**src/rtl/buf_reader_pkg.sv**
```systemverilog
// ---------------------------------------------------------------------------
// buf_reader_pkg : constants, slot field layout and FSM encoding shared by the
//                  key-entry buffer reader and the key-input collector.
// Revision 1.0
// ---------------------------------------------------------------------------
`default_nettype none

package buf_reader_pkg;

  localparam int NUM_BUF    = 4;
  localparam int DEPTH      = 6;
  localparam int ENTRY_W    = 3;
  localparam int ID_W       = 2;
  localparam int IDX_W      = 3;
  localparam int BUF_W      = DEPTH * ENTRY_W;

  localparam int PAYLOAD_HI = 2;
  localparam int PAYLOAD_LO = 1;
  localparam int VALID_BIT  = 0;

  typedef enum logic [1:0] {
    ST_IDLE    = 2'd0,
    ST_SCAN    = 2'd1,
    ST_PRESENT = 2'd2,
    ST_CLEAR   = 2'd3
  } state_e;

  function automatic logic [IDX_W-1:0] next_idx(input logic [IDX_W-1:0] idx);
    return (idx == IDX_W'(DEPTH - 1)) ? '0 : idx + IDX_W'(1);
  endfunction

endpackage

`default_nettype wire

```
**src/rtl/buf_slot_mux.sv**
```systemverilog
// ---------------------------------------------------------------------------
// buf_slot_mux : selects one slot out of a packed slot buffer.
// Revision 1.0
// ---------------------------------------------------------------------------
`default_nettype none

module buf_slot_mux
  import buf_reader_pkg::*;
(
  input  logic [BUF_W-1:0]   i_buf,
  input  logic [IDX_W-1:0]   i_idx,
  output logic [ENTRY_W-1:0] o_slot
);

  // Out-of-range indices return an empty slot, so a miss is the safe outcome.
  always_comb begin
    o_slot = '0;
    for (int i = 0; i < DEPTH; i++) begin
      if (i_idx == IDX_W'(i)) begin
        o_slot = i_buf[i*ENTRY_W +: ENTRY_W];
      end
    end
  end

endmodule

`default_nettype wire

```
**src/rtl/buf_reader.sv**
```systemverilog
// ---------------------------------------------------------------------------
// buf_reader : round-robin drain of four packed slot buffers, presenting one
//              popped entry on a valid/ready port and strobing the slot clear.
// Revision 1.0
// ---------------------------------------------------------------------------
`default_nettype none

module buf_reader
  import buf_reader_pkg::*;
(
  input  logic                  clk,
  input  logic                  rst,
  input  logic [BUF_W-1:0]      buffer1_i,
  input  logic [BUF_W-1:0]      buffer2_i,
  input  logic [BUF_W-1:0]      buffer3_i,
  input  logic [BUF_W-1:0]      buffer4_i,
  input  logic                  read_req,
  input  logic                  out_ready,
  output logic                  out_valid,
  output logic [ID_W+1:0]       out_data,
  output logic                  clr_valid,
  output logic [ID_W-1:0]       clr_buf,
  output logic [IDX_W-1:0]      clr_idx,
  output logic                  busy,
  output logic                  empty_o
);

  state_e                r_state;
  state_e                w_next_state;
  logic [ID_W-1:0]       r_rr_ptr;
  logic [IDX_W-1:0]      r_rd_ptr [NUM_BUF];
  logic [IDX_W-1:0]      r_scan_cnt;
  logic [ID_W-1:0]       r_hit_buf;
  logic [ID_W+1:0]       r_out_data;
  logic                  r_empty;

  logic [BUF_W-1:0]      w_bufs [NUM_BUF];
  logic [ENTRY_W-1:0]    w_slot [NUM_BUF];
  logic [ID_W-1:0]       w_cand;
  logic [ENTRY_W-1:0]    w_cand_slot;
  logic                  w_hit;

  assign w_bufs[0] = buffer1_i;
  assign w_bufs[1] = buffer2_i;
  assign w_bufs[2] = buffer3_i;
  assign w_bufs[3] = buffer4_i;

  for (genvar g = 0; g < NUM_BUF; g++) begin : g_slot_mux
    buf_slot_mux u_slot_mux (
      .i_buf  (w_bufs[g]),
      .i_idx  (r_rd_ptr[g]),
      .o_slot (w_slot[g])
    );
  end

  // The 2-bit sum wraps naturally, giving (rr_ptr + scan_cnt) mod 4.
  assign w_cand      = r_rr_ptr + r_scan_cnt[ID_W-1:0];
  assign w_cand_slot = w_slot[w_cand];
  assign w_hit       = w_cand_slot[VALID_BIT];

  always_ff @(posedge clk or posedge rst) begin
    if (rst) begin
      r_state <= ST_IDLE;
    end else begin
      r_state <= w_next_state;
    end
  end

  // r_empty holds SCAN for one extra cycle so the empty pulse is seen while busy.
  always_comb begin
    w_next_state = r_state;
    out_valid    = 1'b0;
    clr_valid    = 1'b0;
    clr_buf      = '0;
    clr_idx      = '0;
    busy         = (r_state != ST_IDLE);
    empty_o      = r_empty;
    out_data     = r_out_data;
    case (r_state)
      ST_IDLE: begin
        if (read_req) w_next_state = ST_SCAN;
      end
      ST_SCAN: begin
        if (r_empty)    w_next_state = ST_IDLE;
        else if (w_hit) w_next_state = ST_PRESENT;
      end
      ST_PRESENT: begin
        out_valid = 1'b1;
        if (out_ready) w_next_state = ST_CLEAR;
      end
      ST_CLEAR: begin
        clr_valid    = 1'b1;
        clr_buf      = r_hit_buf;
        clr_idx      = r_rd_ptr[r_hit_buf];
        w_next_state = ST_IDLE;
      end
      default: w_next_state = ST_IDLE;
    endcase
  end

  always_ff @(posedge clk or posedge rst) begin
    if (rst) begin
      r_rr_ptr   <= '0;
      r_scan_cnt <= '0;
      r_hit_buf  <= '0;
      r_out_data <= '0;
      r_empty    <= 1'b0;
      for (int b = 0; b < NUM_BUF; b++) begin
        r_rd_ptr[b] <= '0;
      end
    end else begin
      r_empty <= 1'b0;
      case (r_state)
        ST_IDLE: begin
          if (read_req) r_scan_cnt <= '0;
        end
        ST_SCAN: begin
          if (!r_empty) begin
            if (w_hit) begin
              r_out_data <= {w_cand, w_cand_slot[PAYLOAD_HI:PAYLOAD_LO]};
              r_hit_buf  <= w_cand;
            end else if (r_scan_cnt == IDX_W'(NUM_BUF - 1)) begin
              r_empty <= 1'b1;
            end else begin
              r_scan_cnt <= r_scan_cnt + IDX_W'(1);
            end
          end
        end
        ST_CLEAR: begin
          r_rd_ptr[r_hit_buf] <= next_idx(r_rd_ptr[r_hit_buf]);
          r_rr_ptr            <= r_hit_buf + ID_W'(1);
        end
        default: ;
      endcase
    end
  end

endmodule

`default_nettype wire

```
**config.mk**
```make
export PLATFORM = sky130hd
export DESIGN_NAME = buf_reader
export DESIGN_NICKNAME = d
export VERILOG_FILES = /design/src/rtl/buf_reader_pkg.sv /design/src/rtl/buf_slot_mux.sv /design/src/rtl/buf_reader.sv
export SDC_FILE = /design/constraint.sdc
export NUM_CORES = 1
export LEC_CHECK = 0
export CELL_PAD_IN_SITES_DETAIL_PLACEMENT = 2
export CELL_PAD_IN_SITES_GLOBAL_PLACEMENT = 2
export CORE_ASPECT_RATIO = 0.8
export CORE_MARGIN = 1.5
export CORE_UTILIZATION = 22
export CTS_CLUSTER_DIAMETER = 50
export DETAILED_ROUTE_END_ITERATION = 10
export GPL_ROUTABILITY_DRIVEN = 0
export PLACE_DENSITY = 0.83
export SLEW_MARGIN = 20
export SYNTH_ARGS = -nofsm -noshare
export SYNTH_HDL_FRONTEND = slang
export SYNTH_SLANG_ARGS = --single-unit
```
**constraint.sdc**
```tcl
create_clock -name clk -period 2 [get_ports clk]
set_input_delay 0.2 -clock clk [delete_from_list [all_inputs] [get_ports clk]]
set_output_delay 0.2 -clock clk [all_outputs]
set_load 0.02 [all_outputs]
```
Fig. 1: run 1, metal 3
Drawn at 2 px/um.
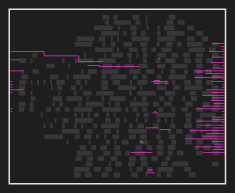
main direction: horizontal
longest straight run: 19.6 um
wire length on this layer: 457 um
final WL: 8560 um
Via Count: 2099
routing usage on met3: 3.53%

Fig. 2: run 1, drive-strength map
Drawn at 3 px/um.
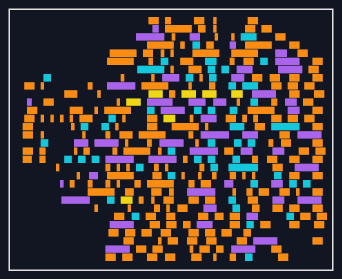
legend:
  purple:
    size: _2 cells
    cells: 47
    share: 15%
    most_used: mux4_2
  yellow:
    size: _6 and larger
    cells: 7
    share: 2.2%
    most_used: clkbuf_8
  orange:
    size: _0 and _1 cells
    cells: 217
    share: 68%
    most_used: clkdlybuf4s50_1
  cyan:
    size: _3 and _4 cells
    cells: 49
    share: 15%
    most_used: buf_4

Fig. 3: run 1, cell classes on the final placement
Drawn at 4 px/um.
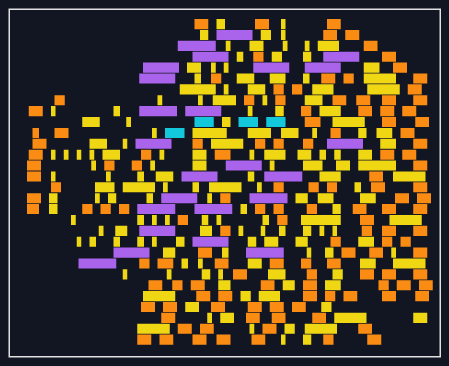
legend:
  yellow:
    class: combinational and other logic
    cells: 159
    share_of_their_area: 42%
  purple:
    class: flops
    cells: 24
    share_of_their_area: 19%
  orange:
    class: other buffers and delay cells
    cells: 133
    share_of_their_area: 37%
  cyan:
    class: clock drivers and dummy loads
    cells: 4
    share_of_their_area: 1.7%

Fig. 4: run 1, placed standard cells
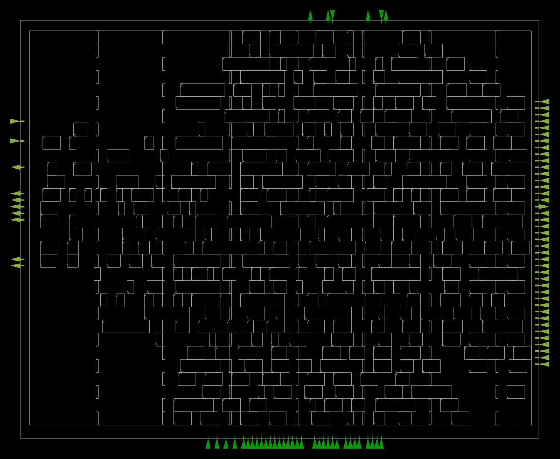
# fillers: 915
fin util: 40.3%
FP Rows: 30

==> impl_metrics.csv, run 1 <==
group,metric,value,unit
clock_network,cts_tree,"built",
final_timing,slew_viol_final,0,
synth,top_cell_area_share,31.3,%
clock_network,path_clk_slew,0.09,ns
clock_network,cts_buffers,3,
setup_path,cp-end-kind,"flip-flop",
synth,synthesis.instances,190,
die,io_pins,89,
synth,synth-main-ff-cell,"dfrtp_1",
final_timing,max_freq,459,MHz
final_timing,layout_setup_ws,-0.178,ns
power,pwr_density_cell,1490,nW/um2
final_timing,setup_viol,9,
synth,yosys_cells,190,
clock_network,cts-root-buf,"clkbuf_8",
final_timing,tns,-0.881,ns
run_status,violations,"setup timing",
global_route,globalRouteTotalUtil,18.7,%
setup_path,worstSetupPathType,"flip-flop to flip-flop",
synth,async_flop_share,100,%
final_timing,slew-limit-headroom,71.5,%
layout,antenna_cells,0,
die,nWellTaps,112,
synth,ys.flops,24,
die,die_w,107,um
layout,largestClassByArea,"logic gates",
clock_network,clock-sinks,24,
route,wl_per_cell,19.8,um
run_status,run_status,"finished, violations left",
clock_network,cts.path.max_buffers,2,
synth,top_cells_by_area,"dfrtp_1 (31%), mux4_2 (15%), nand2_1 (5.9%)",
setup_path,critPathMaxStageDelay,0.43,ns
setup_path,cp_max_fo,6,
synth,edf_count,0,
placement,dpl_cell_area,3210,um2
setup_path,slowest_stage,"dfrtp_1",
-- run 1: kinds of logic (layout without fill, tap and decap cells) --
| family | count (synthesis) | after routing |
|---|---|---|
| AND/OR/NAND/NOR | 63 | 63 |
| buffers and inverters | 20 | 150 |
| XOR/XNOR | 3 | 3 |
| adder cells (fa/ha/maj) | 7 | 7 |
| multiplexers | 33 | 33 |
| AND-OR/OR-AND | 40 | 40 |
| flip-flops | 24 | 24 |
-- run 1: cell usage in the layout (no fill, tap or decap), types with 3 or more instances in the layout --
cell             Yosys  routed
clkdlybuf4s50_1      0      85
buf_4                0      42
nand2_1             30      28
dfrtp_1             24      16
mux4_2              13      13
inv_1               12      11
o21ai_0             15      11
nor2_1              11      11
mux2i_1             10       9
mux2_2               8       8
dfrtp_2              0       8
o21ai_1              2       6
ha_1                 7       6
nor2b_1              7       5
nand2b_1             4       4
clkbuf_8             0       4
a21oi_1              4       3
buf_6                3       3
-- run 1: path summary, 6_finish.rpt --
| path | start | end | slack (ns) | cells past startpoint |
|---|---|---|---|---|
| max | r_rr_ptr[0] | r_scan_cnt[0] | -0.18 | 8 |
| min | rst | r_scan_cnt[0] | 0.28 | 3 |
| max reg2reg | r_rr_ptr[0] | r_scan_cnt[0] | -0.18 | 8 |
| min reg2reg | out_data[1] | out_data[1] | 0.53 | 1 |
| max in group asynchronous | rst | r_rd_ptr[3] | 1.44 | 3 |
| min in group clk | out_ready | r_state[0] | 0.52 | 3 |
-- run 1: synth_stat cells, drive strengths merged (2+ instances only) --
| library cell | number |
|---|---|
| nand3b | 2 |
| nor2b | 7 |
| a311oi | 2 |
| and2 | 2 |
| a221oi | 3 |
| a22oi | 2 |
| a31oi | 2 |
| nand2 | 30 |
| mux2 | 10 |
| buf | 5 |
| clkbuf | 2 |
| mux4 | 13 |
| xnor2 | 2 |
| inv | 12 |
| ha | 7 |
| nand2b | 4 |
| nor2 | 11 |
| mux2i | 10 |
| a221o | 2 |
| o21ai | 17 |
| a21oi | 4 |
| dfrtp | 24 |
-- run 1: repair_timing --
item | 4_1_cts | 5_1_grt
gates resized | 24 | 18
endpoints found under the setup margin | 15 | 22
pin swaps | 6 | 2
buffers inserted | 0 | 4
-- run 1: power breakdown --
part,switching [mW],internal (mW)
Combinational,1.76,1.98
Sequential,0.312,0.699
Clock,0.166,0.176
-- run 1: worst max-delay path: cells and delay by family (launching register included) --
kind,cells,cell delay [ns]
flops,1,0.43
buf+inv,3,0.51
mux,1,0.19
compound gates,3,0.70
fa+ha+maj,1,0.27
-- run 1: layer usage --
metal  global-route usage (%)  vias up  part of all wire, %
met5                        0        -                    0
met2                     33.2       74                   49
met3                     3.53        8                  5.3
met1                     24.2     1061                   45
li1                         -      956                    -
met4                     2.87        0                  1.5
-- run 1: per-stage QoR --
step                      cells  setup WS [ns]  power, mW
after floorplan             190        -0.0436       2.72
after global placement      425         -0.348       4.13
after detailed placement    425         -0.397       4.34
after CTS                   429         -0.183       4.92
after global routing        432         -0.241       5.46
final                       432         -0.178       5.09
-- run 1: registers in the layout, summed over array words and instances (netlist names), named ones only --
name        flops
empty_o         1
out_data        2
r_hit_buf       2
r_rd_ptr       12
r_rr_ptr        2
r_scan_cnt      3
r_state         1
## Run 2: what changed since run 1
--- a/config.mk
+++ b/config.mk
@@ -11,6 +11,7 @@
 export CORE_MARGIN = 1.5
 export CORE_UTILIZATION = 22
 export CTS_CLUSTER_DIAMETER = 50
+export CTS_CLUSTER_SIZE = 12
 export DETAILED_ROUTE_END_ITERATION = 10
 export GPL_ROUTABILITY_DRIVEN = 0
 export PLACE_DENSITY = 0.83
Fig. 5: run 2, placed standard cells
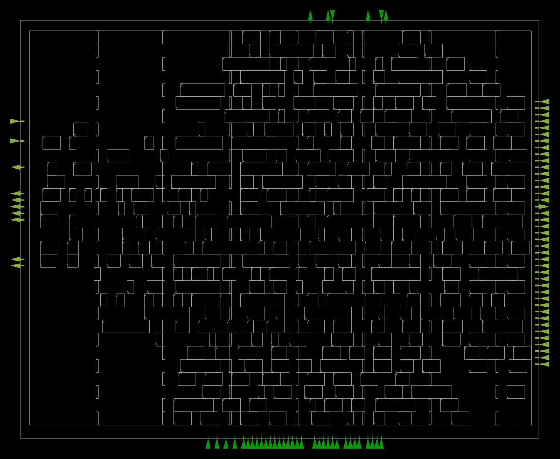
Core Region: 8480 um2
Flops: 24

==> impl_metrics.csv, run 2 <==
group,metric,value,unit
final_timing,slew_viol_final,0,
setup_path,reg2reg_from,"r_rr_ptr[0]",
global_route,globalRouteTotalUtil,18.7,%
run_status,run_status,"finished, violations left",
setup_path,regToRegSetupSlack,-0.18,ns
die,rows,30,
synth,ys.flops,24,
final_timing,tns,-0.881,ns
final_timing,max_freq,459,MHz
clock_network,cts-root-buf,"clkbuf_8",
layout,fillers,915,
run_status,violations,"setup timing",
setup_path,cp-end-kind,"flip-flop",
global_route,grtUsageMet3,3.53,%
setup_path,reg2reg_to,"r_scan_cnt[0]",
route,num_vias,2099,
synth,edf_count,0,
clock_network,cts_buffers,3,
power,power,5.09,mW
route,totalWireLength,8560,um
layout,final_cell_mix,"clkdlybuf4s50_1 (85), buf_4 (42), nand2_1 (28)",
layout,final_util,40.3,%
final_timing,setup_viol,9,
setup_path,worstSetupPathType,"flip-flop to flip-flop",
final_timing,layout_setup_ws,-0.178,ns
global_route,gr-usage-met1,24.2,%
synth,most_common_cell,"nand2_1",
synth,async_flop_share,100,%
Fig. 6: run 2, drive-strength map
Drawn at 3 px/um.
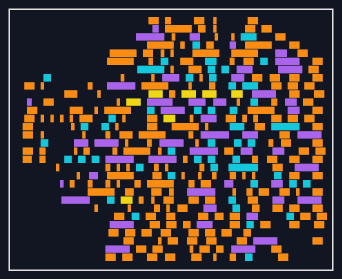
legend:
  orange:
    size: _0 and _1 cells
    cells: 217
    share: 68%
    most_used: clkdlybuf4s50_1
  cyan:
    size: _3 and _4 cells
    cells: 49
    share: 15%
    most_used: buf_4
  yellow:
    size: _6 and larger
    cells: 7
    share: 2.2%
    most_used: clkbuf_8
  purple:
    size: _2 cells
    cells: 47
    share: 15%
    most_used: mux4_2

## run 2: final cells by class
cell class	instances	area share, %
sequential	24	17.9
tap	112	4.10
clock buffer	4	1.61
inverter	13	1.43
multi-input combinational	146	39.2
timing repair buffer	133	35.8
## run 2: metal layers
| metal | wire length [um] | vias up |
|---|---|---|
| met5 | 0 | - |
| li1 | - | 956 |
| met2 | 4170 | 74 |
| met1 | 3810 | 1061 |
| met3 | 456 | 8 |
| met4 | 125 | 0 |
## run 2: cell families (layout without fill, tap and decap cells)
group	after synthesis	count (layout)	synth area share, %
and+or+nand+nor	63	63	15.4
AOI/OAI and AO/OA	40	40	14.6
muxes	33	33	26.8
DFF	24	24	31.3
buffers and inverters	20	150	5.22
adders and majority gates	7	7	4.57
xor gates and xnor gates	3	3	2.09
## run 2: timing repair
action,4_1_cts,5_1_grt
setup buffers,0,4
pin swaps,6,2
gates resized,24,18
hold buffers,0,0
setup endpoints to repair,15,22
endpoints found under the hold margin,0,0
## run 2: where the power goes
group / total, mW / switching, mW / internal (mW)
Combinational: 3.74 / 1.76 / 1.98
Sequential: 1.01 / 0.312 / 0.699
Clock: 0.342 / 0.166 / 0.176
## run 2: worst min-delay path by stage
stage / slack (ns) / start / endpoint
6_report: 0.28 / rst / r_scan_cnt[0]
5_1_grt: 0.31 / rst / r_scan_cnt[2]
4_1_cts: 0.29 / rst / r_scan_cnt[1]
3_5_place_dp: 0.50 / out_data[1] / out_data[1]
3_3_place_gp: 0.49 / r_rr_ptr[0] / r_rr_ptr[0]
2_1_floorplan: 0.21 / rst / asynchronous set/reset pin
## run 2: critical path, cell delays in order (launching register included)
cell      delay, ns
dfrtp_1        0.43
ha_4           0.27
buf_4          0.17
o41ai_4        0.37
a211oi_2       0.10
buf_4          0.15
a311oi_2       0.23
buf_4          0.19
mux2i_1        0.19
## run 2: metrics by stage
step	instance area (um2)	worst slack, ns	std cells
after floorplan	1930	-0.0436	190
after global placement	3210	-0.348	425
after detailed placement	3210	-0.397	425
after CTS	3340	-0.183	429
after global routing	3420	-0.241	432
final	3420	-0.178	432
## Run 3: what changed since run 2
--- a/config.mk
+++ b/config.mk
@@ -5,6 +5,7 @@
 export SDC_FILE = /design/constraint.sdc
 export NUM_CORES = 1
 export LEC_CHECK = 0
+export ABC_CLOCK_PERIOD_IN_PS = 2000
 export CELL_PAD_IN_SITES_DETAIL_PLACEMENT = 2
 export CELL_PAD_IN_SITES_GLOBAL_PLACEMENT = 2
 export CORE_ASPECT_RATIO = 0.8
Fig. 7: run 3, cell classes on the final placement
Drawn at 4 px/um.
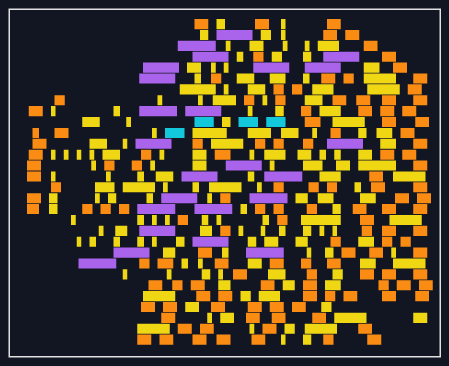
legend:
  orange:
    class: other buffers and delay cells
    cells: 133
    share_of_their_area: 37%
  purple:
    class: flops
    cells: 24
    share_of_their_area: 19%
  cyan:
    class: clock drivers and dummy loads
    cells: 4
    share_of_their_area: 1.7%
  yellow:
    class: combinational and other logic
    cells: 159
    share_of_their_area: 42%
flop share of the area: 17.9%
Design Area, Final: 3420 um2

==> impl_metrics.csv, run 3 <==
group,metric,value,unit
setup_path,slowest_stage,"dfrtp_1",
layout,fillers,915,
placement,dp_cells,425,
final_timing,layout_setup_ws,-0.178,ns
setup_path,path_buffers,3,
setup_path,cp.depth,8,
setup_path,reg2reg_to,"r_scan_cnt[0]",
setup_path,reg2reg_from,"r_rr_ptr[0]",
setup_path,path_delay_family,"AND-OR/OR-AND gates",
final_timing,setup_viol,9,
placement,dpl_cell_area,3210,um2
die,rows,30,
run_status,run_status,"finished, violations left",
setup_path,critPathMaxStageDelay,0.43,ns
clock_network,cts-root-buf,"clkbuf_8",
route,totalWireLength,8560,um
synth,edf_count,0,
final_timing,max_freq,459,MHz
die,coreArea,8480,um2
run_status,violations,"setup timing",
synth,most_common_cell,"nand2_1",
global_route,grtUsageMet3,3.53,%
setup_path,worstSetupPathType,"flip-flop to flip-flop",
synth,ys.flops,24,
clock_network,cts_buffers,3,
final_timing,slew_viol_final,0,
layout,final_util,40.3,%
Fig. 8: run 3, drive-strength map
Drawn at 3 px/um.
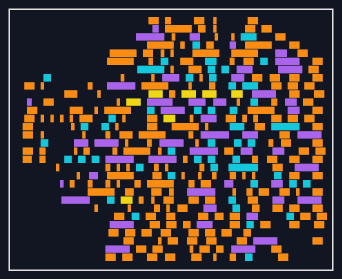
legend:
  orange:
    size: _0 and _1 cells
    cells: 217
    share: 68%
    most_used: clkdlybuf4s50_1
  cyan:
    size: _3 and _4 cells
    cells: 49
    share: 15%
    most_used: buf_4
  purple:
    size: _2 cells
    cells: 47
    share: 15%
    most_used: mux4_2
  yellow:
    size: _6 and larger
    cells: 7
    share: 2.2%
    most_used: clkbuf_8

run 3: kinds of logic after synthesis:
| family | Yosys count | share of synthesized area (%) |
|---|---|---|
| AND-OR/OR-AND | 40 | 14.6 |
| XOR/XNOR | 3 | 2.09 |
| adder cells (fa/ha/maj) | 7 | 4.57 |
| buffers and inverters | 20 | 5.22 |
| flip-flops | 24 | 31.3 |
| multiplexers | 33 | 26.8 |
| AND/OR/NAND/NOR | 63 | 15.4 |
run 3: layout make-up:
class                           instances  area share (%)
Clock buffer                            4            1.61
Tap cell                              112            4.10
Multi-Input combinational cell        146            39.2
Timing Repair Buffer                  133            35.8
Inverter                               13            1.43
Sequential cell                        24            17.9
run 3: how the worst max path moves through the flow:
| stage | from | end | slack [ns] |
|---|---|---|---|
| after global placement | buffer4_i[9] | out_data[0] | -0.35 |
| after floorplan | r_rd_ptr[6] | out_data[0] | -0.04 |
| final | r_rr_ptr[0] | r_scan_cnt[0] | -0.18 |
| after global routing | r_rd_ptr[6] | r_scan_cnt[0] | -0.24 |
| after CTS | r_rd_ptr[6] | r_scan_cnt[0] | -0.18 |
| after detailed placement | buffer3_i[0] | r_hit_buf[0] | -0.40 |
run 3: power by group:
part           total [mW]  switching [mW]  leakage (nW)  internal [mW]
clock network       0.342           0.166        0.0288          0.176
registers            1.01           0.312         0.298          0.699
logic                3.74            1.76          1.08           1.98
run 3: per-stage QoR:
stage                     worst slack [ns]  TNS (ns)
after floorplan                    -0.0436   -0.0873
after global placement              -0.348     -2.19
after detailed placement            -0.397     -2.67
after CTS                           -0.183     -1.00
after global routing                -0.241     -1.62
final                               -0.178    -0.881
run 3: worst register-to-register path, delay by kind of cell (launching register included):
| kind | cells | cell delay, ns |
|---|---|---|
| buffers and inverters | 3 | 0.51 |
| AND-OR/OR-AND | 3 | 0.71 |
| multiplexers | 1 | 0.19 |
| flip-flops | 1 | 0.43 |
| adder cells (fa/ha/maj) | 1 | 0.27 |
run 3: timing repair:
action	4_1_cts	5_1_grt
gates resized	24	18
pin swaps	6	2
endpoints found under the setup margin	15	22
setup buffers	0	4
run 3: routing by layer:
layer / vias up / share of wire, %
met1: 1061 / 45
met3: 8 / 5.3
met2: 74 / 49
met4: 0 / 1.5
met5: - / 0
li1: 956 / -
No activity file was given, so power comes from the tool's default toggle rates.
